<file path="src/rtl/regfile_gen2.sv">
// regfile_gen2 -- 2**ADDR_W x DATA_W register file with a hardwired-zero
// register 0, one data write port, one immediate write port, two
// combinational read ports and a sequential clear engine.
//
// Ports
//   clk            sole clock, rising edge
//   rst            asynchronous, active-high reset (clears every register)
//   we_a/wa/wd_a   data write port A
//   we_i/wi/imm    immediate write port (imm is zero-extended)
//   ra1/rd1        read port 1 (address 0 reads 0)
//   ra2/rd2        read port 2 (address 0 returns zero-extended imm)
//   clr_req        single-cycle request to clear registers 1..DEPTH-1
//   busy           high while the clear sequence is running
//
// Optional feature: define REGFILE_BYPASS_EN to forward same-cycle write
// data to the read ports. Without it, reads show the stored value and a
// write becomes visible right after its clock edge.
//
// Clear FSM
//   state    | meaning
//   ST_IDLE  | normal operation, writes and clr_req accepted
//   ST_CLEAR | zeroing reg[idx] each cycle, writes and clr_req ignored
module regfile_gen2 #(
  parameter int DATA_W = 32,
  parameter int ADDR_W = 3,
  parameter int IMM_W  = 8
) (
  input  logic              clk,
  input  logic              rst,
  input  logic              we_a,
  input  logic [ADDR_W-1:0] wa,
  input  logic [DATA_W-1:0] wd_a,
  input  logic              we_i,
  input  logic [ADDR_W-1:0] wi,
  input  logic [IMM_W-1:0]  imm,
  input  logic [ADDR_W-1:0] ra1,
  input  logic [ADDR_W-1:0] ra2,
  output logic [DATA_W-1:0] rd1,
  output logic [DATA_W-1:0] rd2,
  input  logic              clr_req,
  output logic              busy
);

  localparam int DEPTH = 2 ** ADDR_W;

  localparam logic [0:0] ST_IDLE  = 1'b0;
  localparam logic [0:0] ST_CLEAR = 1'b1;

  logic [DATA_W-1:0] regs [DEPTH];
  logic [0:0]        state;
  logic [ADDR_W-1:0] idx;
  logic [DATA_W-1:0] imm_ext;
  logic              wr_a_ok;
  logic              wr_i_ok;

  assign imm_ext = DATA_W'(imm);
  assign busy    = (state == ST_CLEAR);

  // A write is accepted only in idle and never to the hardwired-zero slot.
  assign wr_a_ok = we_a && !busy && (wa != '0);
  assign wr_i_ok = we_i && !busy && (wi != '0);

  always_ff @(posedge clk or posedge rst) begin
    if (rst) begin
      for (int i = 0; i < DEPTH; i++) regs[i] <= '0;
      state <= ST_IDLE;
      idx   <= '0;
    end else begin
      case (state)
        ST_IDLE: begin
          if (wr_a_ok) regs[wa] <= wd_a;
          // Placed after port A so it wins on an address collision.
          if (wr_i_ok) regs[wi] <= imm_ext;
          if (clr_req) begin
            state <= ST_CLEAR;
            idx   <= ADDR_W'(1);
          end
        end
        ST_CLEAR: begin
          regs[idx] <= '0;
          if (idx == '1) begin
            state <= ST_IDLE;
            idx   <= '0;
          end else begin
            idx <= idx + ADDR_W'(1);
          end
        end
        default: begin
          state <= ST_IDLE;
          idx   <= '0;
        end
      endcase
    end
  end

  always_comb begin
    rd1 = '0;
    rd2 = imm_ext;
    if (ra1 != '0) rd1 = regs[ra1];
    if (ra2 != '0) rd2 = regs[ra2];
`ifdef REGFILE_BYPASS_EN
    // wr_*_ok already excludes address 0 and the busy window.
    if (wr_a_ok && (wa == ra1)) rd1 = wd_a;
    if (wr_i_ok && (wi == ra1)) rd1 = imm_ext;
    if (wr_a_ok && (wa == ra2)) rd2 = wd_a;
    if (wr_i_ok && (wi == ra2)) rd2 = imm_ext;
`endif
  end

endmodule

</file>
<file path="config.mk">
export PLATFORM = sky130hd
export DESIGN_NAME = regfile_gen2
export DESIGN_NICKNAME = d
export VERILOG_FILES = /design/src/rtl/regfile_gen2.sv
export SDC_FILE = /design/constraint.sdc
export NUM_CORES = 1
export LEC_CHECK = 0
export ABC_CLOCK_PERIOD_IN_PS = 12600
export CORE_UTILIZATION = 56
export CTS_CLUSTER_SIZE = 20
export DETAILED_ROUTE_END_ITERATION = 10
export PLACE_DENSITY = 0.8
export REMOVE_ABC_BUFFERS = 1
export SKIP_CTS_REPAIR_TIMING = 1
export SKIP_LAST_GASP = 1
export SYNTH_ARGS = -nofsm -noshare
export SYNTH_HDL_FRONTEND = slang
export SYNTH_SLANG_ARGS = --single-unit
export TNS_END_PERCENT = 100
</file>
<file path="constraint.sdc">
create_clock -name clk -period 12.6 [get_ports clk]
set_input_delay 1.89 -clock clk [delete_from_list [all_inputs] [get_ports clk]]
set_output_delay 1.89 -clock clk [all_outputs]
set_load 0.02 [all_outputs]
</file>
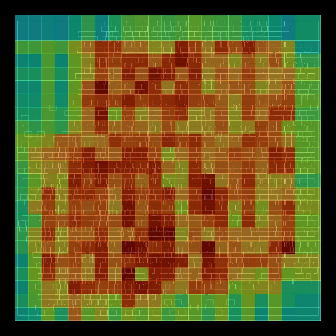
**Above:** routing congestion.
M2 GR Usage: 52.34%
met3 Use GR: 7.802%
routed length per instance: 25.61 um
Global Route Usage Sum: 34.52%
global route hottest layer: met2

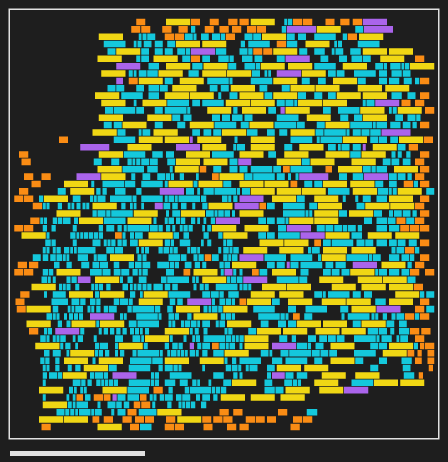
**Above:** placement by cell class.
The bar under the picture is 50 um long.
| class | color | cells |
|---|---|---|
| remaining logic cells | cyan | 907 |
| sequential cells | yellow | 228 |
| remaining buffers and delay cells | orange | 142 |
| clock drivers and dummy loads | purple | 42 |
fin area: 15470 sq um
Floorplan Core Area: 23680 sq um
final core utilization: 65.32%
sequential share of cell area: 36.88%

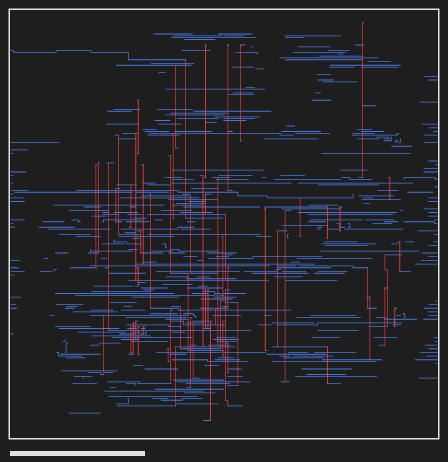
**Above:** metal layers overlaid.
The bar under the picture is 50 um long. Two of the layers only.
| layer | color | wire length |
|---|---|---|
| M4 | red | 1660 um |
| M3 | blue | 4930 um |
drt total wl: 41940 um
DR vias: 11860

==> impl_metrics.ini <==
; physical design summary
[final_layout]
flop_area_sq_um = 5705
combGateArea_sq_um = 6830
fill_cells = 1826
nets = 1363

[power_and_ir_drop]
clock_power_share_pct = 33.0
finalPower_uw = 2383
p_comb_share_pct = 33.2
leakage_uw = 0.006329
powerDensity_nw_per_um2 = 154.0
intPower_uw = 1495
irDropWorstVdd_mv = 0.1155
p_seq_share_pct = 33.8

[final_timing]
timing.hold.ws_ps = 516.7
max-slew-margin-rel_pct = 18.76
period_used_pct = 52.92
setup_tns_ps = 0
setup_viol = 0
hold_violations = 0
layout_setup_ws_ps = 5932
clock.fmax_ghz = 0.1500
rsz0062_at_grt = false

[detailed_routing]
drc_errors = 0
dr.pass1.iters = 7
route.met2.wl_um = 19220
antenna_left = 0
top_layer_used = met4
drt-met1-wl_um = 16130
routed-wl-met3_um = 4934
dr.first_iter.drc_count = 1734

[global_routing]
grt_antenna_before_repair = 0
grt_overflow = 0
grt_pass1_vias = 11720

[clock_network]
cts_buffers = 25
cts_max_level = 1
cts.sinks = 228
root_buffer = clkbuf_16
clock_latency_ps = 530
clockBufferDepth = 3
cts_tree = yes

[yosys]
ys_seq_share_pct = 41.80
syn_avg_cell_area_sq_um = 10.68
ys_cells = 1278
yosys_area_sq_um = 13650
yosysWarnings = 0
syn_area_sq_um = 13650
ys.flops = 228

[floorplanning]
die_h_um = 158.1
num_rows = 56
dieArea_sq_um = 25000
ios = 122
floorplan.core_util_pct = 57.63

[place]
numPortBuffers = 121
postPlaceCellArea_sq_um = 14600
pre_cts_slack_ps = 6001
gp_congestion = 0.9058

[min_path]
hold_path.class = reg -> reg
hold_end = regs[86]
whs_path_depth = 1
hold_start = regs[86]

[worst_setup_path]
rr_endpoint = regs[206]
worstPathArrival_ps = 4780
critPathMaxFanout = 47
cp.required_ps = 10710
r2r-start = busy
critPathKind = in -> out
worst_setup_path_start_kind = input port
r2r_slack_ps = 9490
endpoint_kind = primary output
reg2reg_depth = 6

[job]
maxCapViolations = 0
warnings = 27

[status]
status = finished clean
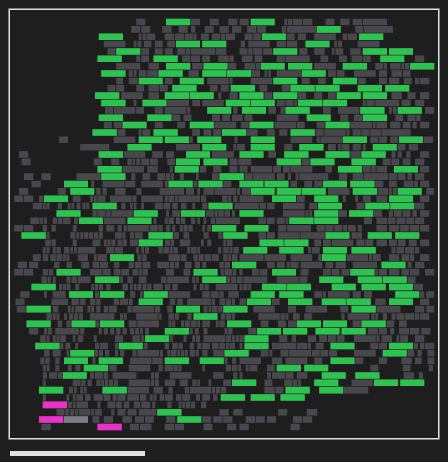
**Above:** sequential cells colored by netlist name.
The bar under the picture is 50 um long. Other sequential cells in the stronger gray, the rest of the logic in the fainter gray.
| netlist name | color | sequential cells |
|---|---|---|
| regs | green | 224 |
| idx | magenta | 3 |

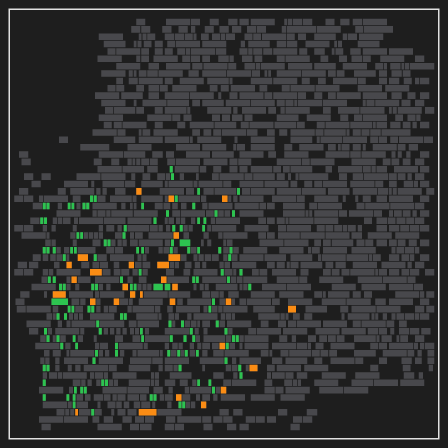
**Above:** gate-type map.
| family | color | cells | most used |
|---|---|---|---|
| nor cells | orange | 29 | nor2b_1 |
| nand cells | green | 131 | nand2_1 |

## synthesized netlist by cell type, drive strengths merged
master | number | share of area [%]
nand2 | 128 | 3.6
clkbuf | 54 | 1.5
and3b | 4 | 0.28
buf | 89 | 4.4
a41o | 1 | 0.073
o21ai | 74 | 2.7
a21o | 6 | 0.33
and3 | 4 | 0.18
nand2b | 1 | 0.046
a221oi | 88 | 5.6
o31a | 4 | 0.26
dfrtp | 228 | 42
o31ai | 1 | 0.055
a22o | 168 | 11
ha | 2 | 0.18
o21bai | 1 | 0.14
and2 | 11 | 0.60
a21oi | 115 | 4.2
nor2 | 4 | 0.18
nand3 | 2 | 0.20
o22ai | 24 | 1.1
mux2 | 56 | 4.6
inv | 84 | 2.3
nor2b | 21 | 1.0
nor3b | 4 | 0.41
mux4 | 72 | 12
a31oi | 32 | 1.5
## worst max path at each step
stage,startpoint,endpoint,slack (ps),depth (start not counted)
final,ra2[1],rd2[30],5930,7
after global routing,ra2[1],rd2[30],5840,7
after CTS,ra2[1],rd2[30],5970,7
after detailed placement,ra2[1],rd2[30],6000,7
after global placement,ra2[1],rd2[30],6000,7
after floorplan,rst,busy,4460,1
## through the flow
step                      cells  utilization (%)
after floorplan            1135                -
after global placement     1596            61.65
after detailed placement   1596            61.65
after CTS                  1638            65.32
after global routing       1638            65.32
final                      1638            65.32
## sequential cells by signal (all words and copies together), names as in the netlist
register,count
idx,3
regs,224
busy,1
## kinds of logic (layout without fill, tap and decap cells)
kind of cell             Yosys count  count (layout)  share of synthesized area [%]
AND-OR/OR-AND                    514             514                          26.82
adder cells (fa/ha/maj)            2               2                         0.1833
buffers and inverters            227             268                          8.187
flip-flops                       228             228                          41.80
multiplexers                     128             128                          16.50
AND/OR/NAND/NOR                  179             179                          6.500
## layout make-up
type                            instances  area share (%)
Multi-Input combinational cell        823           44.15
Clock inverter                         11           1.229
Inverter                               84           2.087
Sequential cell                       228           36.88
Tap cell                              319           2.580
Timing Repair Buffer                  142           8.687
Clock buffer                           31           4.384
## layer usage
layer / vias up / track usage (%)
met5: - / 0
met4: 0 / 15.93
met3: 137 / 7.802
met2: 887 / 52.34
met1: 5919 / 47.32
li1: 4920 / -
## critical path, cell delays in order
cell,delay (ps)
buf_2,430
buf_4,700
nor2b_2,310
buf_4,350
a221oi_1,150
a21oi_1,260
clkdlybuf4s50_1,650
## cell usage in the layout (no fill, tap or decap), types with 18 or more instances in the layout
cell type        count
dfrtp_1            228
a22o_1             168
nand2_1            127
a21oi_1            115
clkdlybuf4s50_1    115
a221oi_1            88
inv_1               80
mux4_2              72
o21ai_0             62
mux2_2              56
a31oi_1             31
clkbuf_16           25
o22ai_1             24
buf_4               23
nor2b_1             18
## power groups by stage
stage               combinational (uW)  clock [uW]  sequential, uW
finish                             791         787             805
global route                       842         820             809
CTS                                766         792             803
detailed placement                 761           0             816
global placement                   755           0             813
floorplan                          429           0             823
Power is estimated from default activity; no workload was simulated.
